## config.mk

```make
export PLATFORM = sky130hd
export DESIGN_NAME = aq_gemac_rx_reader_flat
export DESIGN_NICKNAME = d
export VERILOG_FILES = /design/src/rtl/aq_gemac_rx_reader_if.sv /design/src/rtl/aq_gemac_rx_reader.sv /design/src/flat_wrapper.sv
export SDC_FILE = /design/constraint.sdc
export NUM_CORES = 1
export LEC_CHECK = 0
export ABC_AREA = 1
export CORE_MARGIN = 2
export CORE_UTILIZATION = 28
export CTS_CLUSTER_SIZE = 24
export DETAILED_ROUTE_END_ITERATION = 10
export HOLD_SLACK_MARGIN = 0.02
export PLACE_DENSITY = 0.6
export REMOVE_ABC_BUFFERS = 1
export SLEW_MARGIN = 20
export SYNTH_ARGS = -nofsm -noshare
export SYNTH_HDL_FRONTEND = slang
export SYNTH_SLANG_ARGS = --single-unit
```

## constraint.sdc

```tcl
create_clock -name clk -period 10.6 [get_ports clk]
set_input_delay 2.12 -clock clk [delete_from_list [all_inputs] [get_ports clk]]
set_output_delay 2.12 -clock clk [all_outputs]
set_load 0.02 [all_outputs]
```

## src/rtl/aq_gemac_rx_reader_if.sv

```systemverilog
`timescale 1ns/1ps
`default_nettype none
// +-------------------------------------------------------------------------+
// | aq_gemac_rx_reader_if                                                   |
// | MAC RX buffer read side, framed word output and statistics bundle.      |
// | Rev 1.0                                                                 |
// +-------------------------------------------------------------------------+
interface aq_gemac_rx_reader_if;
  logic        rx_buff_re;
  logic [31:0] rx_buff_data;
  logic        rx_buff_empty;
  logic        rx_buff_valid;
  logic [15:0] rx_buff_length;
  logic [31:0] rx_buff_status;
  logic        out_valid;
  logic        out_ready;
  logic [31:0] out_data;
  logic        out_sop;
  logic        out_eop;
  logic [3:0]  out_be;
  logic [15:0] out_length;
  logic [31:0] out_status;
  logic [15:0] frame_cnt;
  logic [15:0] drop_cnt;

  modport master (
    output rx_buff_re, out_valid, out_data, out_sop, out_eop, out_be,
           out_length, out_status, frame_cnt, drop_cnt,
    input  rx_buff_data, rx_buff_empty, rx_buff_valid, rx_buff_length,
           rx_buff_status, out_ready
  );

  modport slave (
    input  rx_buff_re, out_valid, out_data, out_sop, out_eop, out_be,
           out_length, out_status, frame_cnt, drop_cnt,
    output rx_buff_data, rx_buff_empty, rx_buff_valid, rx_buff_length,
           rx_buff_status, out_ready
  );
endinterface
`default_nettype wire

```

## src/rtl/aq_gemac_rx_reader.sv

```systemverilog
`timescale 1ns/1ps
`default_nettype none
// +-------------------------------------------------------------------------+
// | aq_gemac_rx_reader                                                      |
// | Pops frames from the MAC RX buffer into a 2-deep skid buffer, drops     |
// | filtered frames. Optional statistics: AQ_GEMAC_RX_READER_STATS_EN.      |
// | Rev 1.0                                                                 |
// +-------------------------------------------------------------------------+
module aq_gemac_rx_reader #(
  parameter logic [31:0] DROP_MASK = 32'h0000_0000,
  parameter logic [15:0] MAX_LEN   = 16'd1522
) (
  input wire clk,
  input wire rst,
  aq_gemac_rx_reader_if.master bus
);

  localparam logic [1:0] c_IDLE  = 2'd0;
  localparam logic [1:0] c_READ  = 2'd1;
  localparam logic [1:0] c_DRAIN = 2'd2;
  localparam logic [1:0] c_GAP   = 2'd3;

  logic [1:0]       r_state;
  logic             r_gap;
  logic [15:0]      r_pop_left;
  logic [15:0]      r_cap_left;
  logic             r_cap_first;
  logic             r_pend;
  logic [3:0]       r_be_last;
  logic [15:0]      r_len;
  logic [31:0]      r_status;
  logic [1:0][31:0] r_data;
  logic [1:0]       r_sop;
  logic [1:0]       r_eop;
  logic [1:0][3:0]  r_be;
  logic             r_wr_ptr;
  logic             r_rd_ptr;
  logic [1:0]       r_count;

  logic [15:0] w_words;
  logic        w_drop;
  logic [3:0]  w_be_last;
  logic        w_accept;
  logic        w_xfer;
  logic [2:0]  w_level;
  logic        w_room;
  logic        w_re;
  logic        w_cap_last;

  assign w_words = (bus.rx_buff_length == 16'd0) ? 16'd1 :
                   ({2'b00, bus.rx_buff_length[15:2]} + {15'd0, |bus.rx_buff_length[1:0]});
  assign w_drop  = (bus.rx_buff_length == 16'd0) || (bus.rx_buff_length > MAX_LEN) ||
                   ((bus.rx_buff_status & DROP_MASK) != 32'd0);

  always_comb begin
    w_be_last = 4'b1111;
    case (bus.rx_buff_length[1:0])
      2'b01:   w_be_last = 4'b0001;
      2'b10:   w_be_last = 4'b0011;
      2'b11:   w_be_last = 4'b0111;
      default: w_be_last = 4'b1111;
    endcase
  end

  // A new frame is only taken once the previous EOP has left the skid buffer.
  assign w_accept   = (r_state == c_IDLE) && bus.rx_buff_valid && (r_count == 2'd0) && !r_pend;
  assign w_xfer     = (r_count != 2'd0) && bus.out_ready;
  // Occupancy once the in-flight word lands, net of this cycle's transfer.
  assign w_level    = {1'b0, r_count} + {2'b00, r_pend} - {2'b00, w_xfer};
  assign w_room     = (w_level < 3'd2);
  assign w_re       = !bus.rx_buff_empty && (r_pop_left != 16'd0) &&
                      (((r_state == c_READ) && w_room) || (r_state == c_DRAIN));
  assign w_cap_last = (r_cap_left == 16'd1);

  always_ff @(posedge clk or posedge rst) begin
    if (rst) begin
      r_state     <= c_IDLE;
      r_gap       <= 1'b0;
      r_pop_left  <= 16'd0;
      r_cap_left  <= 16'd0;
      r_cap_first <= 1'b0;
      r_pend      <= 1'b0;
      r_be_last   <= 4'd0;
      r_len       <= 16'd0;
      r_status    <= 32'd0;
    end else begin
      r_pend <= w_re && (r_state == c_READ);
      if (r_pend) begin
        r_cap_left  <= r_cap_left - 16'd1;
        r_cap_first <= 1'b0;
      end
      case (r_state)
        c_IDLE: begin
          if (w_accept) begin
            r_len       <= bus.rx_buff_length;
            r_status    <= bus.rx_buff_status;
            r_be_last   <= w_be_last;
            r_pop_left  <= w_words;
            r_cap_left  <= w_words;
            r_cap_first <= 1'b1;
            r_state     <= w_drop ? c_DRAIN : c_READ;
          end
        end
        c_READ, c_DRAIN: begin
          if (w_re) begin
            r_pop_left <= r_pop_left - 16'd1;
            if (r_pop_left == 16'd1) begin
              r_state <= c_GAP;
              r_gap   <= 1'b0;
            end
          end
        end
        c_GAP: begin
          if (r_gap) r_state <= c_IDLE;
          else       r_gap   <= 1'b1;
        end
        default: r_state <= c_IDLE;
      endcase
    end
  end

  always_ff @(posedge clk or posedge rst) begin
    if (rst) begin
      r_data   <= '0;
      r_sop    <= '0;
      r_eop    <= '0;
      r_be     <= '0;
      r_wr_ptr <= 1'b0;
      r_rd_ptr <= 1'b0;
      r_count  <= 2'd0;
    end else begin
      if (r_pend) begin
        r_data[r_wr_ptr] <= bus.rx_buff_data;
        r_sop[r_wr_ptr]  <= r_cap_first;
        r_eop[r_wr_ptr]  <= w_cap_last;
        r_be[r_wr_ptr]   <= w_cap_last ? r_be_last : 4'b1111;
        r_wr_ptr         <= ~r_wr_ptr;
      end
      if (w_xfer) r_rd_ptr <= ~r_rd_ptr;
      r_count <= r_count + {1'b0, r_pend} - {1'b0, w_xfer};
    end
  end

  assign bus.rx_buff_re = w_re;
  assign bus.out_valid  = (r_count != 2'd0);
  assign bus.out_data   = r_data[r_rd_ptr];
  assign bus.out_sop    = bus.out_valid && r_sop[r_rd_ptr];
  assign bus.out_eop    = bus.out_valid && r_eop[r_rd_ptr];
  assign bus.out_be     = bus.out_valid ? r_be[r_rd_ptr] : 4'd0;
  assign bus.out_length = r_len;
  assign bus.out_status = r_status;

`ifdef AQ_GEMAC_RX_READER_STATS_EN
  logic [15:0] r_frame_cnt;
  logic [15:0] r_drop_cnt;

  always_ff @(posedge clk or posedge rst) begin
    if (rst) begin
      r_frame_cnt <= 16'd0;
      r_drop_cnt  <= 16'd0;
    end else begin
      if (w_xfer && r_eop[r_rd_ptr] && (r_frame_cnt != 16'hFFFF))
        r_frame_cnt <= r_frame_cnt + 16'd1;
      if (w_accept && w_drop && (r_drop_cnt != 16'hFFFF))
        r_drop_cnt <= r_drop_cnt + 16'd1;
    end
  end

  assign bus.frame_cnt = r_frame_cnt;
  assign bus.drop_cnt  = r_drop_cnt;
`else
  assign bus.frame_cnt = 16'd0;
  assign bus.drop_cnt  = 16'd0;
`endif

endmodule
`default_nettype wire

```

## src/flat_wrapper.sv

```systemverilog
// flat-port wrapper written by rule: the top's interface ports become plain ports
module aq_gemac_rx_reader_flat 
#(
  parameter logic [31:0] DROP_MASK = 32'h0000_0000,
  parameter logic [15:0] MAX_LEN   = 16'd1522
)
  (clk, rst, bus_rx_buff_re, bus_out_valid, bus_out_data, bus_out_sop, bus_out_eop, bus_out_be, bus_out_length, bus_out_status, bus_frame_cnt, bus_drop_cnt, bus_rx_buff_data, bus_rx_buff_empty, bus_rx_buff_valid, bus_rx_buff_length, bus_rx_buff_status, bus_out_ready);
  aq_gemac_rx_reader_if bus_i ();
  input wire clk;
  input wire rst;
  output wire logic [$bits(bus_i.rx_buff_re)-1:0] bus_rx_buff_re;
  output wire logic [$bits(bus_i.out_valid)-1:0] bus_out_valid;
  output wire logic [$bits(bus_i.out_data)-1:0] bus_out_data;
  output wire logic [$bits(bus_i.out_sop)-1:0] bus_out_sop;
  output wire logic [$bits(bus_i.out_eop)-1:0] bus_out_eop;
  output wire logic [$bits(bus_i.out_be)-1:0] bus_out_be;
  output wire logic [$bits(bus_i.out_length)-1:0] bus_out_length;
  output wire logic [$bits(bus_i.out_status)-1:0] bus_out_status;
  output wire logic [$bits(bus_i.frame_cnt)-1:0] bus_frame_cnt;
  output wire logic [$bits(bus_i.drop_cnt)-1:0] bus_drop_cnt;
  input wire logic [$bits(bus_i.rx_buff_data)-1:0] bus_rx_buff_data;
  input wire logic [$bits(bus_i.rx_buff_empty)-1:0] bus_rx_buff_empty;
  input wire logic [$bits(bus_i.rx_buff_valid)-1:0] bus_rx_buff_valid;
  input wire logic [$bits(bus_i.rx_buff_length)-1:0] bus_rx_buff_length;
  input wire logic [$bits(bus_i.rx_buff_status)-1:0] bus_rx_buff_status;
  input wire logic [$bits(bus_i.out_ready)-1:0] bus_out_ready;
  assign bus_rx_buff_re = bus_i.rx_buff_re;
  assign bus_out_valid = bus_i.out_valid;
  assign bus_out_data = bus_i.out_data;
  assign bus_out_sop = bus_i.out_sop;
  assign bus_out_eop = bus_i.out_eop;
  assign bus_out_be = bus_i.out_be;
  assign bus_out_length = bus_i.out_length;
  assign bus_out_status = bus_i.out_status;
  assign bus_frame_cnt = bus_i.frame_cnt;
  assign bus_drop_cnt = bus_i.drop_cnt;
  assign bus_i.rx_buff_data = bus_rx_buff_data;
  assign bus_i.rx_buff_empty = bus_rx_buff_empty;
  assign bus_i.rx_buff_valid = bus_rx_buff_valid;
  assign bus_i.rx_buff_length = bus_rx_buff_length;
  assign bus_i.rx_buff_status = bus_rx_buff_status;
  assign bus_i.out_ready = bus_out_ready;
  aq_gemac_rx_reader #(.DROP_MASK(DROP_MASK), .MAX_LEN(MAX_LEN)) u_core (.clk(clk), .rst(rst), .bus(bus_i));
endmodule
```

==> images/cell_classes.png <==
(2 px per µm) Fill, decap, tap and diode cells in grey.
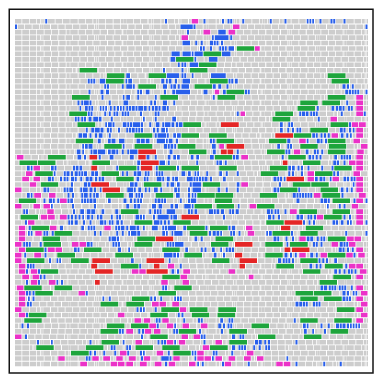
- green: flip-flops (cells 169)
- magenta: other buffers and delay cells (cells 177)
- red: clock drivers and dummy loads (cells 32)
- blue: all other logic (cells 928)
num rows: 64
Util after Layout: 36.8%
flop share of the area: 37.4%
Placeable Area: 0.0307 mm²
Design Area, Final: 0.0113 mm²

==> results.yml <==
# yosys + openroad results
synthesis:
  syn_area_per_cell_um2: 7.69
  most_common_cell: "nand2_1"
  synth_cells: 1141
  ys_sh_mux_pct: 0
  ys_sh_xor_pct: 1.20
  synth-seq-cells: 169
  edf_count: 0
  ys_sh_aoi_pct: 8.54
  common_cells: "nand2_1, dfrtp_1, o21ai_0"
global_route:
  gr-total-overflow: 0
  track_usage_pct: 14.4
  grtUsageMet2_pct: 24.2
  gr-max-usage-layer: "met2"
  grt_max_degree: 109
final_timing:
  finalClockPeriodUsage_pct: 64.8
  finalHoldViolations: 0
  slew-limit-headroom_pct: 35.0
  clock_skew_ns: 0.00679
  finalSetupViolCount: 0
power:
  total_power_uw: 3430
  swShare_pct: 42.7
  pwr-share-seq_pct: 32.9
  power.switching_uw: 1460
  power_leakage_uw: 0.00563
drt:
  wl_met3_um: 1180
  avgViaCountPerCell: 4.39
  detail_route.wl_per_cell_um: 13.6
critical_path:
  slowest_delay_ns: 0.59
  reg2reg_depth: 15
  r2r_start: "u_core.r_count[1]"
  crit_required_ns: 8.48
  critPathLaunchType: "input port"
floorplanning:
  die_w_um: 181
placed_design:
  hpwl_um: 15800
  gp_congestion: 0.827
run:
  warning_count: 34
status:
  status: "complete, no violations"
clocking:
  clkTransAtPathRegs_ns: 0.07
  clockBufferDepth: 2
final_layout:
  mostFrequentLayoutCells: "nand2_1, clkdlybuf4s50_1, dfrtp_1"
  num_antenna_cells: 0
min_path:
  worstHoldPathCells: 1
==> images/clock_map.png <==
(3 px per µm)
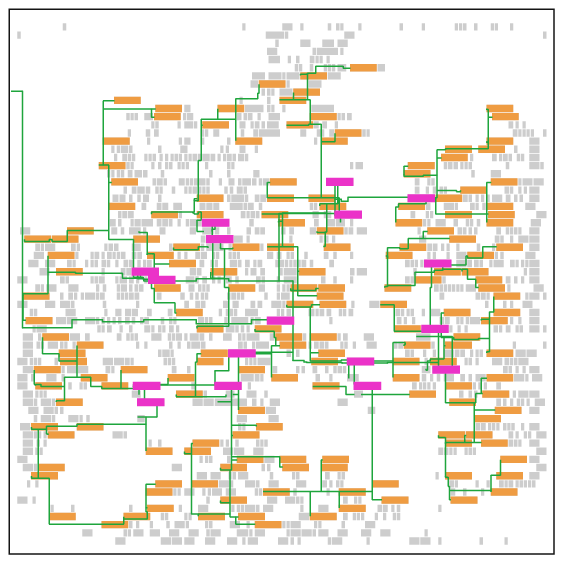
- green: clock wires (length 2410 µm)
- magenta: cells driving clock nets (count 17)
- orange: flip-flops (count 169)
- flops lie: widely spread
Worst-Skew Late Latency: 0.43 ns
Clk. pwr: 631 µW

## worst max-delay path: cells and delay by family
kind,cells,cell delay (ns)
buffers and inverters,5,1.20
adder cells (fa/ha/maj),3,0.86
AND/OR/NAND/NOR,5,0.56
## stage by stage
step                utilization, %  cells  hold WS [ns]
floorplan                        -   1097         0.434
global route                  36.8   1702         0.498
finish                        36.8   1702         0.478
CTS                           36.7   1702         0.484
detailed placement            34.8   1670         0.464
global placement              34.8   1670         0.449
## area by class of cell
class / count / area, µm²
clock buffers: 18 / 439
clock inverters: 14 / 156
fillers: 3215 / 19400
inverters: 95 / 368
multi-input cells: 833 / 3850
flip-flops and latches: 169 / 4230
well taps: 396 / 495
repair buffers: 177 / 1760
Power and IR drop assume default switching activity.
